<file path="config.mk">
export PLATFORM = sky130hd
export DESIGN_NAME = omen_fetch_queue_flat
export DESIGN_NICKNAME = d
export VERILOG_FILES = /design/src/rtl/omen_fetch_if.sv /design/src/rtl/omen_fetch_queue.sv /design/src/flat_wrapper.sv
export SDC_FILE = /design/constraint.sdc
export NUM_CORES = 1
export LEC_CHECK = 0
export CORE_MARGIN = 4
export CORE_UTILIZATION = 50
export CTS_BUF_LIST = sky130_fd_sc_hd__clkbuf_16
export CTS_CLUSTER_DIAMETER = 60
export CTS_CLUSTER_SIZE = 16
export DETAILED_ROUTE_END_ITERATION = 16
export PLACE_DENSITY = 0.75
export SLEW_MARGIN = 10
export SYNTH_ARGS = -nofsm -noshare
export SYNTH_HDL_FRONTEND = slang
export SYNTH_SLANG_ARGS = --single-unit
</file>
<file path="constraint.sdc">
create_clock -name i_clk -period 16.65 [get_ports i_clk]
set_input_delay 4.995 -clock i_clk [delete_from_list [all_inputs] [get_ports i_clk]]
set_output_delay 4.995 -clock i_clk [all_outputs]
set_load 0.05 [all_outputs]
</file>
<file path="src/rtl/omen_fetch_if.sv">
// omen_fetch_if: bus bundle between the omen fetch queue, the instruction
// memory and the decode stage.
//   imem_req / imem_addr  : read strobe and word address to instruction memory
//   imem_rdata            : word returned by memory one cycle after imem_req
//   id_valid / id_ready   : valid/ready handshake toward decode
//   id_ir / id_npc        : head instruction word and its next-PC
// modport master : the fetch queue (drives memory requests and decode outputs)
// modport slave  : the memory/decode side
interface omen_fetch_if #(
    parameter int ADDR_W = 10
);
    logic              imem_req;
    logic [ADDR_W-1:0] imem_addr;
    logic [31:0]       imem_rdata;
    logic              id_valid;
    logic              id_ready;
    logic [31:0]       id_ir;
    logic [31:0]       id_npc;

    modport master (
        output imem_req,
        output imem_addr,
        input  imem_rdata,
        output id_valid,
        input  id_ready,
        output id_ir,
        output id_npc
    );

    modport slave (
        input  imem_req,
        input  imem_addr,
        output imem_rdata,
        input  id_valid,
        output id_ready,
        input  id_ir,
        input  id_npc
    );
endinterface

</file>
<file path="src/rtl/omen_fetch_queue.sv">
// omen_fetch_queue: instruction-fetch front end of the 32-bit omen pipeline.
// Issues reads to a 1-cycle-latency synchronous instruction memory, buffers
// returned words together with their next-PC in a DEPTH-entry FIFO, and
// presents the FIFO head to decode over a valid/ready handshake. A taken
// branch (i_redirect_valid) flushes the FIFO, cancels the in-flight fetch and
// reloads the PC.
// Ports:
//   i_clk, i_rst        : clock, synchronous active-high reset
//   i_fetch_en          : allow new fetches to issue
//   i_redirect_valid    : single-cycle taken-branch pulse
//   i_redirect_target   : branch target word address
//   bus (master)        : imem_req/imem_addr/imem_rdata and id_valid/id_ready/
//                         id_ir/id_npc (see omen_fetch_if)
//   o_pc_out            : address of the next fetch to issue
//   o_occupancy         : number of valid FIFO entries
// ADDR_W must be below 32 (id_npc zero-extends the address).
module omen_fetch_queue #(
    parameter int          ADDR_W   = 10,
    parameter int          DEPTH    = 4,
    parameter logic [31:0] NOP_WORD = 32'hFFFF_FFFF
) (
    input  logic                   i_clk,
    input  logic                   i_rst,
    input  logic                   i_fetch_en,
    input  logic                   i_redirect_valid,
    input  logic [ADDR_W-1:0]      i_redirect_target,
    omen_fetch_if.master           bus,
    output logic [ADDR_W-1:0]      o_pc_out,
    output logic [$clog2(DEPTH):0] o_occupancy
);
    localparam int PTR_W = $clog2(DEPTH);
    localparam int OCC_W = PTR_W + 1;
    localparam logic [OCC_W:0]    DEPTH_W  = (OCC_W+1)'(DEPTH);
    localparam logic [ADDR_W-1:0] ADDR_ONE = {{(ADDR_W-1){1'b0}}, 1'b1};
    localparam logic [PTR_W-1:0]  PTR_ONE  = {{(PTR_W-1){1'b0}}, 1'b1};
    localparam logic [OCC_W-1:0]  OCC_ONE  = {{(OCC_W-1){1'b0}}, 1'b1};

    logic [ADDR_W-1:0] r_pc;
    logic              r_inflight;
    logic [ADDR_W-1:0] r_inflight_addr;
    logic [PTR_W-1:0]  r_wr_ptr;
    logic [PTR_W-1:0]  r_rd_ptr;
    logic [OCC_W-1:0]  r_occ;
    logic [31:0]       r_ir_mem  [DEPTH];
    logic [ADDR_W-1:0] r_npc_mem [DEPTH];

    logic              w_id_valid;
    logic              w_pop;
    logic              w_push;
    logic              w_issue;
    logic [OCC_W:0]    w_pending;

    // Handshake qualifiers and the issue decision.
    always_comb begin
        w_id_valid = (r_occ != {OCC_W{1'b0}});
        // A redirect cycle neither consumes an entry nor accepts the returning word.
        w_pop      = w_id_valid & bus.id_ready & ~i_redirect_valid;
        w_push     = r_inflight & ~i_redirect_valid;
        // Slots already committed (queued + in flight) after this cycle's pop;
        // an issue is allowed only if that leaves room for its return.
        w_pending  = {1'b0, r_occ} + {{OCC_W{1'b0}}, r_inflight}
                   - {{OCC_W{1'b0}}, w_pop};
        w_issue    = i_fetch_en & ~i_redirect_valid & ~i_rst & (w_pending < DEPTH_W);
    end

    // Drive memory request, decode head and debug outputs.
    always_comb begin
        bus.imem_req  = w_issue;
        bus.imem_addr = r_pc;
        bus.id_valid  = w_id_valid;
        o_pc_out      = r_pc;
        o_occupancy   = r_occ;
        if (w_id_valid) begin
            bus.id_ir  = r_ir_mem[r_rd_ptr];
            bus.id_npc = {{(32-ADDR_W){1'b0}}, r_npc_mem[r_rd_ptr]};
        end else begin
            bus.id_ir  = NOP_WORD;
            bus.id_npc = 32'd0;
        end
    end

    // FIFO storage; contents are only meaningful below r_occ, so no reset needed.
    always_ff @(posedge i_clk) begin
        if (w_push) begin
            r_ir_mem[r_wr_ptr]  <= bus.imem_rdata;
            r_npc_mem[r_wr_ptr] <= r_inflight_addr + ADDR_ONE;
        end
    end

    // PC, in-flight tracking, pointers and occupancy; reset beats redirect beats normal flow.
    always_ff @(posedge i_clk) begin
        if (i_rst) begin
            r_pc            <= {ADDR_W{1'b0}};
            r_inflight      <= 1'b0;
            r_inflight_addr <= {ADDR_W{1'b0}};
            r_wr_ptr        <= {PTR_W{1'b0}};
            r_rd_ptr        <= {PTR_W{1'b0}};
            r_occ           <= {OCC_W{1'b0}};
        end else if (i_redirect_valid) begin
            r_pc            <= i_redirect_target;
            r_inflight      <= 1'b0;
            r_wr_ptr        <= {PTR_W{1'b0}};
            r_rd_ptr        <= {PTR_W{1'b0}};
            r_occ           <= {OCC_W{1'b0}};
        end else begin
            r_inflight <= w_issue;
            if (w_issue) begin
                r_pc            <= r_pc + ADDR_ONE;
                r_inflight_addr <= r_pc;
            end
            if (w_push) begin
                r_wr_ptr <= r_wr_ptr + PTR_ONE;
            end
            if (w_pop) begin
                r_rd_ptr <= r_rd_ptr + PTR_ONE;
            end
            case ({w_push, w_pop})
                2'b10:   r_occ <= r_occ + OCC_ONE;
                2'b01:   r_occ <= r_occ - OCC_ONE;
                default: r_occ <= r_occ;
            endcase
        end
    end
endmodule

</file>
<file path="src/flat_wrapper.sv">
// flat-port wrapper written by rule: the top's interface ports become plain ports
module omen_fetch_queue_flat 
#(
    parameter int          ADDR_W   = 10,
    parameter int          DEPTH    = 4,
    parameter logic [31:0] NOP_WORD = 32'hFFFF_FFFF
)
  (i_clk, i_rst, i_fetch_en, i_redirect_valid, i_redirect_target, o_pc_out, o_occupancy, bus_imem_req, bus_imem_addr, bus_imem_rdata, bus_id_valid, bus_id_ready, bus_id_ir, bus_id_npc);
  omen_fetch_if #(.ADDR_W(ADDR_W)) bus_i ();
  input  logic i_clk;
  input  logic i_rst;
  input  logic i_fetch_en;
  input  logic i_redirect_valid;
  input  logic [ADDR_W-1:0] i_redirect_target;
  output logic [ADDR_W-1:0] o_pc_out;
  output logic [$clog2(DEPTH):0] o_occupancy;
  output wire logic [$bits(bus_i.imem_req)-1:0] bus_imem_req;
  output wire logic [$bits(bus_i.imem_addr)-1:0] bus_imem_addr;
  input wire logic [$bits(bus_i.imem_rdata)-1:0] bus_imem_rdata;
  output wire logic [$bits(bus_i.id_valid)-1:0] bus_id_valid;
  input wire logic [$bits(bus_i.id_ready)-1:0] bus_id_ready;
  output wire logic [$bits(bus_i.id_ir)-1:0] bus_id_ir;
  output wire logic [$bits(bus_i.id_npc)-1:0] bus_id_npc;
  assign bus_imem_req = bus_i.imem_req;
  assign bus_imem_addr = bus_i.imem_addr;
  assign bus_i.imem_rdata = bus_imem_rdata;
  assign bus_id_valid = bus_i.id_valid;
  assign bus_i.id_ready = bus_id_ready;
  assign bus_id_ir = bus_i.id_ir;
  assign bus_id_npc = bus_i.id_npc;
  omen_fetch_queue #(.ADDR_W(ADDR_W), .DEPTH(DEPTH), .NOP_WORD(NOP_WORD)) u_core (.i_clk(i_clk), .i_rst(i_rst), .i_fetch_en(i_fetch_en), .i_redirect_valid(i_redirect_valid), .i_redirect_target(i_redirect_target), .bus(bus_i), .o_pc_out(o_pc_out), .o_occupancy(o_occupancy));
endmodule
</file>
**Run 1: met1 routing**

The bar under the picture is 50 µm long. Supply wires on this layer in grey.
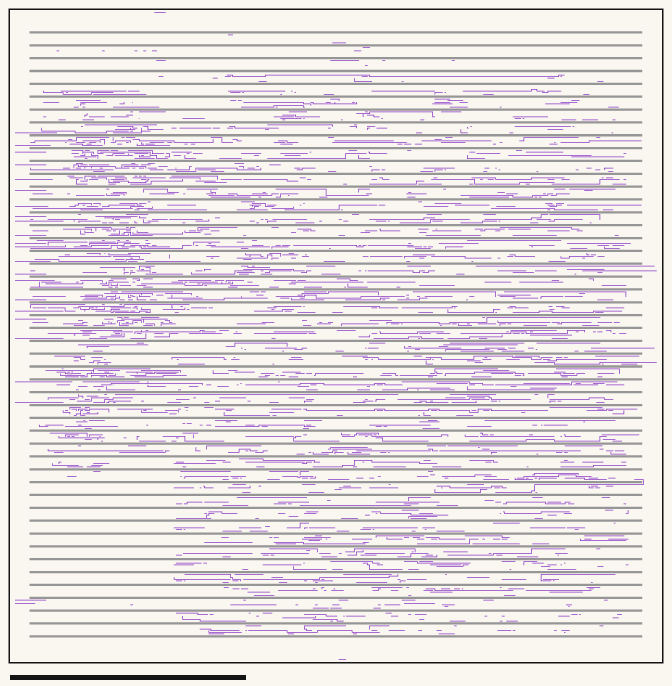
wire length on this layer: 6840 µm
longest straight run: 59.8 µm
share of all routed wire: 43%

**Run 1: signal wires on met2**

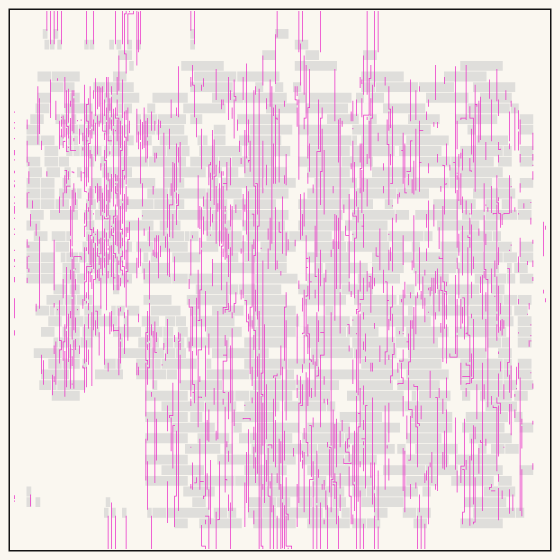
nets with wire on the layer: 604
share of all routed wire: 49%
longest straight run: 49.8 µm
wire length on this layer: 7790 µm

**Run 1: signal wires on met3**

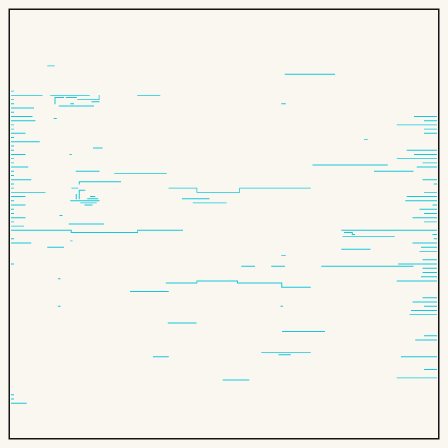
main direction: horizontal
wire length on this layer: 903 µm
share of all routed wire: 5.7%
longest straight run: 30.6 µm
routed via count: 4686
GR Layer Usage met3: 4.42%

==> Slide: Implementation Results, run 1 <==
Implementation Results

Power
  – Power Density: ~100 mW/mm²
  – Pwr top: sequential cells
  – Sequential group share of total power: 52.7%
  – Seq pwr: between 500 and 600 µW
  – Pleak: ~0.0034 µW
  – Combinational power share: between 7 and 8%
  – Peak supply drop: slightly above 0.09 mV
  – Clk pwr: 417 µW
  – P_sw: approximately 220 µW

Logic synthesis
  – Average cell area after synthesis: ~16 µm²
  – Mux frac, synth: 12.8%
  – Yosys cell types: 52
  – Cells after synthesis: between 500 and 600
  – Aoi share: 2.43%
  – Post-synth EDFFs: about 170
  – Top cells by area, synth: edfxtp_1 (60%), mux4_2 (11%), dfxtp_1 (7.1%)
  – Yosys warnings: 0
  – XORs/XNORs by Area: ~1.5%
  – Leading cell types by count after synthesis: edfxtp_1 (168), mux4_2 (42), or2_2 (33), buf_4 (32), dfxtp_1 (30)
  – Main synth FF type: edfxtp_1
  – Yosys simple share: 9.92%
  – Largest type area fraction: 59.7%
  – Post-synth seq share: 66.8%
  – Area leader, netlist: edfxtp_1
  – Ys cells: between 500 and 600
  – Yosys stat chip area: 0.00845 mm²

GRT
  – GRT Util Overall: 16.8%
  – Vias in the first global route: between 4k and 5k
  – Met1 usage in global routing: between 20% and 30%
  – Global-route wire length before repair: ~26000 µm
  – Largest net degree at the start of global routing: 46

Min path
  – Worst Hold End: u_core.r_inflight_addr[9]
  – Class of the worst hold path: flip-flop to flip-flop
  – WHS Path Cells: 2
  – HP Start: u_core.r_inflight_addr[9]

Critical path
  – Crit path buf inv count: 4
  – Worst setup EP type: output pin
  – Crit path depth: 10
  – Critical Path Sink: bus_imem_req
  – Critical Path AT: slightly above 9000 ps
  – Worst Path Required: 11650 ps
  – Critical Path Source: i_redirect_valid
  – Reg2reg end: u_core.r_inflight_addr[5]
  – Crit path cell chain: clkdlybuf4s50_1 -> nor3b_1 -> ha_1 -> inv_1 -> ha_1 -> and3b_1 -> or4_4 -> a21o_1 -> inv_1 -> clkdlybuf4s50_1
  – CP max stage delay: between 800 and 900 ps
  – CP startpoint kind: primary input

Final timing
  – Fmax: between 70 and 80 MHz
  – Layout Skew: 6.83 ps
  – Max Slew Vio Count: 0
  – Fin crit share: 85.1%
  – Normalized max-slew margin: about 40%
  – Slew @ Worst Pin: just under 900 ps
  – Setup_tns: 0 ps
  – Worst hold margin: between 500 and 600 ps

Placement
  – Cell count after placement: 833
  – Pre-CTS WS: between 2000 and 3000 ps
  – PortBufs: 113
  – Dpl cell area: between 0.009 and 0.01 mm²

Cells and area
  – Inverter count: 18
  – Flops: just under 200
  – Top cell category: flip-flops and latches
  – Clkbuf count: 17
  – Final Cell Area: 0.0103 mm²
  – Comb_multi_in: between 200 and 300
  – Biggest regs: u_core.r_ir_mem x128, u_core.r_npc_mem x40
  – Share of cells above drive strength 1: between 10% and 20%
  – FF/Latch Area: between 0.005 and 0.006 mm²
  – Number of fill cells: ~1.2k
  – Final core occ: 62.0%
  – Fin nets: between 600 and 700
  – Non-filler instance count after layout: approximately 870
  – Data buffer area share: between 10% and 20%
  – ClkCell Share: 5.94%
  – Logic share of the area: 24.2%
  – Flop share of the area: between 50% and 60%

Detailed routing
  – WL final: 15700 µm
  – Starting DRT DRC Count: approximately 350
  – Met2 wire length: between 7000 and 8000 µm
  – Top Metal Used: met4
  – Residual DRC: 0
  – Detail Route met3 WL: 903 µm
  – Met1 Routed Length: 6840 µm
  – Routed Antenna Nets: 0

Clocking
  – CTS Sinks: ~200
  – CTS tree: yes
  – Clock Path Buffers: 2
  – Cts bufs inserted: 17

Job
  – Max-cap viol count: 0
  – Tool warning count: 29

Floorplanning
  – IO Pins: between 100 and 150
  – Die width: between 100 and 150 µm
  – Row count: ~47
  – TAP cells: between 200 and 250
  – Die Area: 0.0191 mm²

Status
  – Status: completed
==> inputs of run 2 (changes only) <==
SETUP_SLACK_MARGIN = 0.1   (was unset)
**Run 2: signal wires on met2**

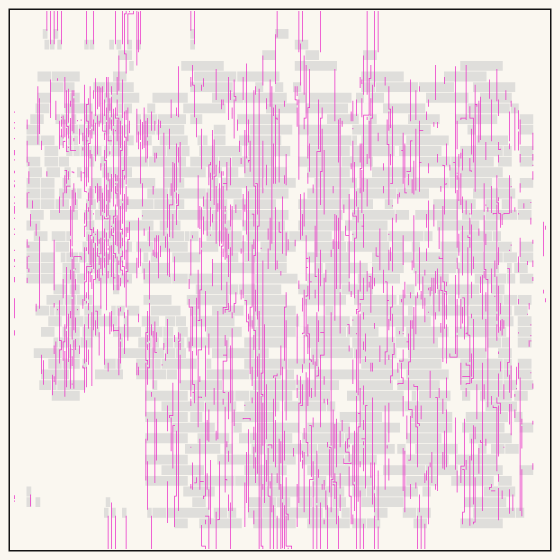
wire length on this layer: 7790 µm
share of all routed wire: 49%

==> run 2 against run 1 <==
Against the previous run:
- first-iteration DRC count unchanged
- combinational power about the same
- cell area stayed put
- sequential cell count did not move
- sequential power barely moved
- core utilization stayed put
- total power is the same
- maximum frequency did not move
- hold slack did not move
- cell count is the same
- area after synthesis stayed put
- highest routed layer unchanged
==> Slide: Implementation Results, run 2 <==
Implementation Results

GRT
  – Largest net degree at the start of global routing: 46 (unchanged)
  – GRT Util Overall: 16.8% (unchanged)
  – GR Layer Usage met3: 4.42% (unchanged)
  – Vias in the first global route: 4862 (unchanged)
  – Met1 usage in global routing: 22.4% (unchanged)

Logic synthesis
  – Leading cell types by count after synthesis: edfxtp_1 (168), mux4_2 (42), or2_2 (33), buf_4 (32), dfxtp_1 (30) (unchanged)
  – Post-synth EDFFs: 168 (unchanged)
  – Yosys stat chip area: 0.00845 mm² (unchanged)
  – Top cells by area, synth: edfxtp_1 (60%), mux4_2 (11%), dfxtp_1 (7.1%) (unchanged)
  – Yosys warnings: 0 (unchanged)
  – Ys cells: 527 (unchanged)
  – XORs/XNORs by Area: 1.45% (unchanged)
  – Main synth FF type: edfxtp_1 (unchanged)
  – Aoi share: 2.43% (unchanged)
  – Yosys simple share: 9.92% (unchanged)
  – Post-synth seq share: 66.8% (unchanged)
  – Average cell area after synthesis: 16.0 µm² (unchanged)
  – Area leader, netlist: edfxtp_1 (unchanged)
  – Mux frac, synth: 12.8% (unchanged)

Power
  – Seq pwr: 548 µW (about the same)
  – Power Density: 101 mW/mm² (unchanged)
  – Sequential group share of total power: 52.7% (about the same)
  – Peak supply drop: 0.0908 mV (unchanged)
  – P_sw: 221 µW (unchanged)
  – Combinational power share: 7.2% (about the same)
  – Pwr top: sequential cells (unchanged)

Cells and area
  – Share of cells above drive strength 1: 19.4% (unchanged)
  – ClkCell Share: 5.94% (unchanged)
  – Final core occ: 62.0% (unchanged)
  – Non-filler instance count after layout: 865 (unchanged)
  – Data buffer area share: 11.6% (unchanged)
  – Inverter count: 18 (unchanged)
  – Fin nets: 690 (unchanged)
  – FF/Latch Area: 0.00565 mm² (unchanged)
  – Flop share of the area: 55.0% (unchanged)
  – Top cell category: flip-flops and latches (unchanged)

Min path
  – HP Start: u_core.r_inflight_addr[9] (unchanged)
  – WHS Path Cells: 2 (unchanged)
  – Class of the worst hold path: flip-flop to flip-flop (unchanged)

Critical path
  – Crit path buf inv count: 4 (unchanged)
  – Critical Path AT: 9170 ps (about the same)
  – Critical Path Sink: bus_imem_req (unchanged)
  – CP max stage delay: 870 ps (about the same)
  – Reg2reg end: u_core.r_inflight_addr[5] (unchanged)
  – Worst Path Required: 11650 ps (about the same)
  – CP startpoint kind: primary input (unchanged)
  – Critical Path Source: i_redirect_valid (unchanged)
  – Crit path depth: 10 (unchanged)

Floorplanning
  – IO Pins: 136 (unchanged)
  – Row count: 47 (unchanged)
  – Die Area: 0.0191 mm² (unchanged)

Job
  – Tool warning count: 29 (unchanged)

Final timing
  – Normalized max-slew margin: 40.5% (unchanged)
  – Setup_tns: 0 ps (unchanged)
  – Worst hold margin: 501 ps (unchanged)
  – Fin crit share: 85.1% (unchanged)
  – Max Slew Vio Count: 0 (unchanged)
  – Slew @ Worst Pin: 890 ps (unchanged)
  – Layout Skew: 6.83 ps (unchanged)
  – Fmax: 70.6 MHz (unchanged)

Clocking
  – Clock Path Buffers: 2 (unchanged)
  – Cts bufs inserted: 17 (unchanged)
  – CTS tree: yes (unchanged)
  – CTS Sinks: 198 (unchanged)

Detailed routing
  – Top Metal Used: met4 (unchanged)
  – Met1 Routed Length: 6840 µm (unchanged)
  – Detail Route met3 WL: 903 µm (unchanged)
  – Starting DRT DRC Count: 351 (unchanged)
  – Met2 wire length: 7790 µm (unchanged)

Status
  – Status: completed (unchanged)

Placement
  – Dpl cell area: 0.00966 mm² (unchanged)
  – Pre-CTS WS: 2530 ps (unchanged)
**Run 2: signal wires on met3**

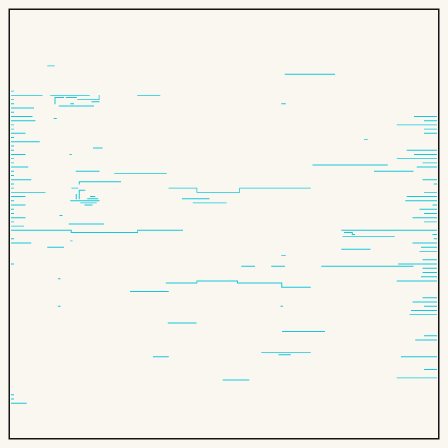
longest straight run: 30.6 µm
main direction: horizontal
wire length on this layer: 903 µm
nets with wire on the layer: 119
share of all routed wire: 5.7%
WL final: 15700 µm

Power and IR drop assume default switching activity.
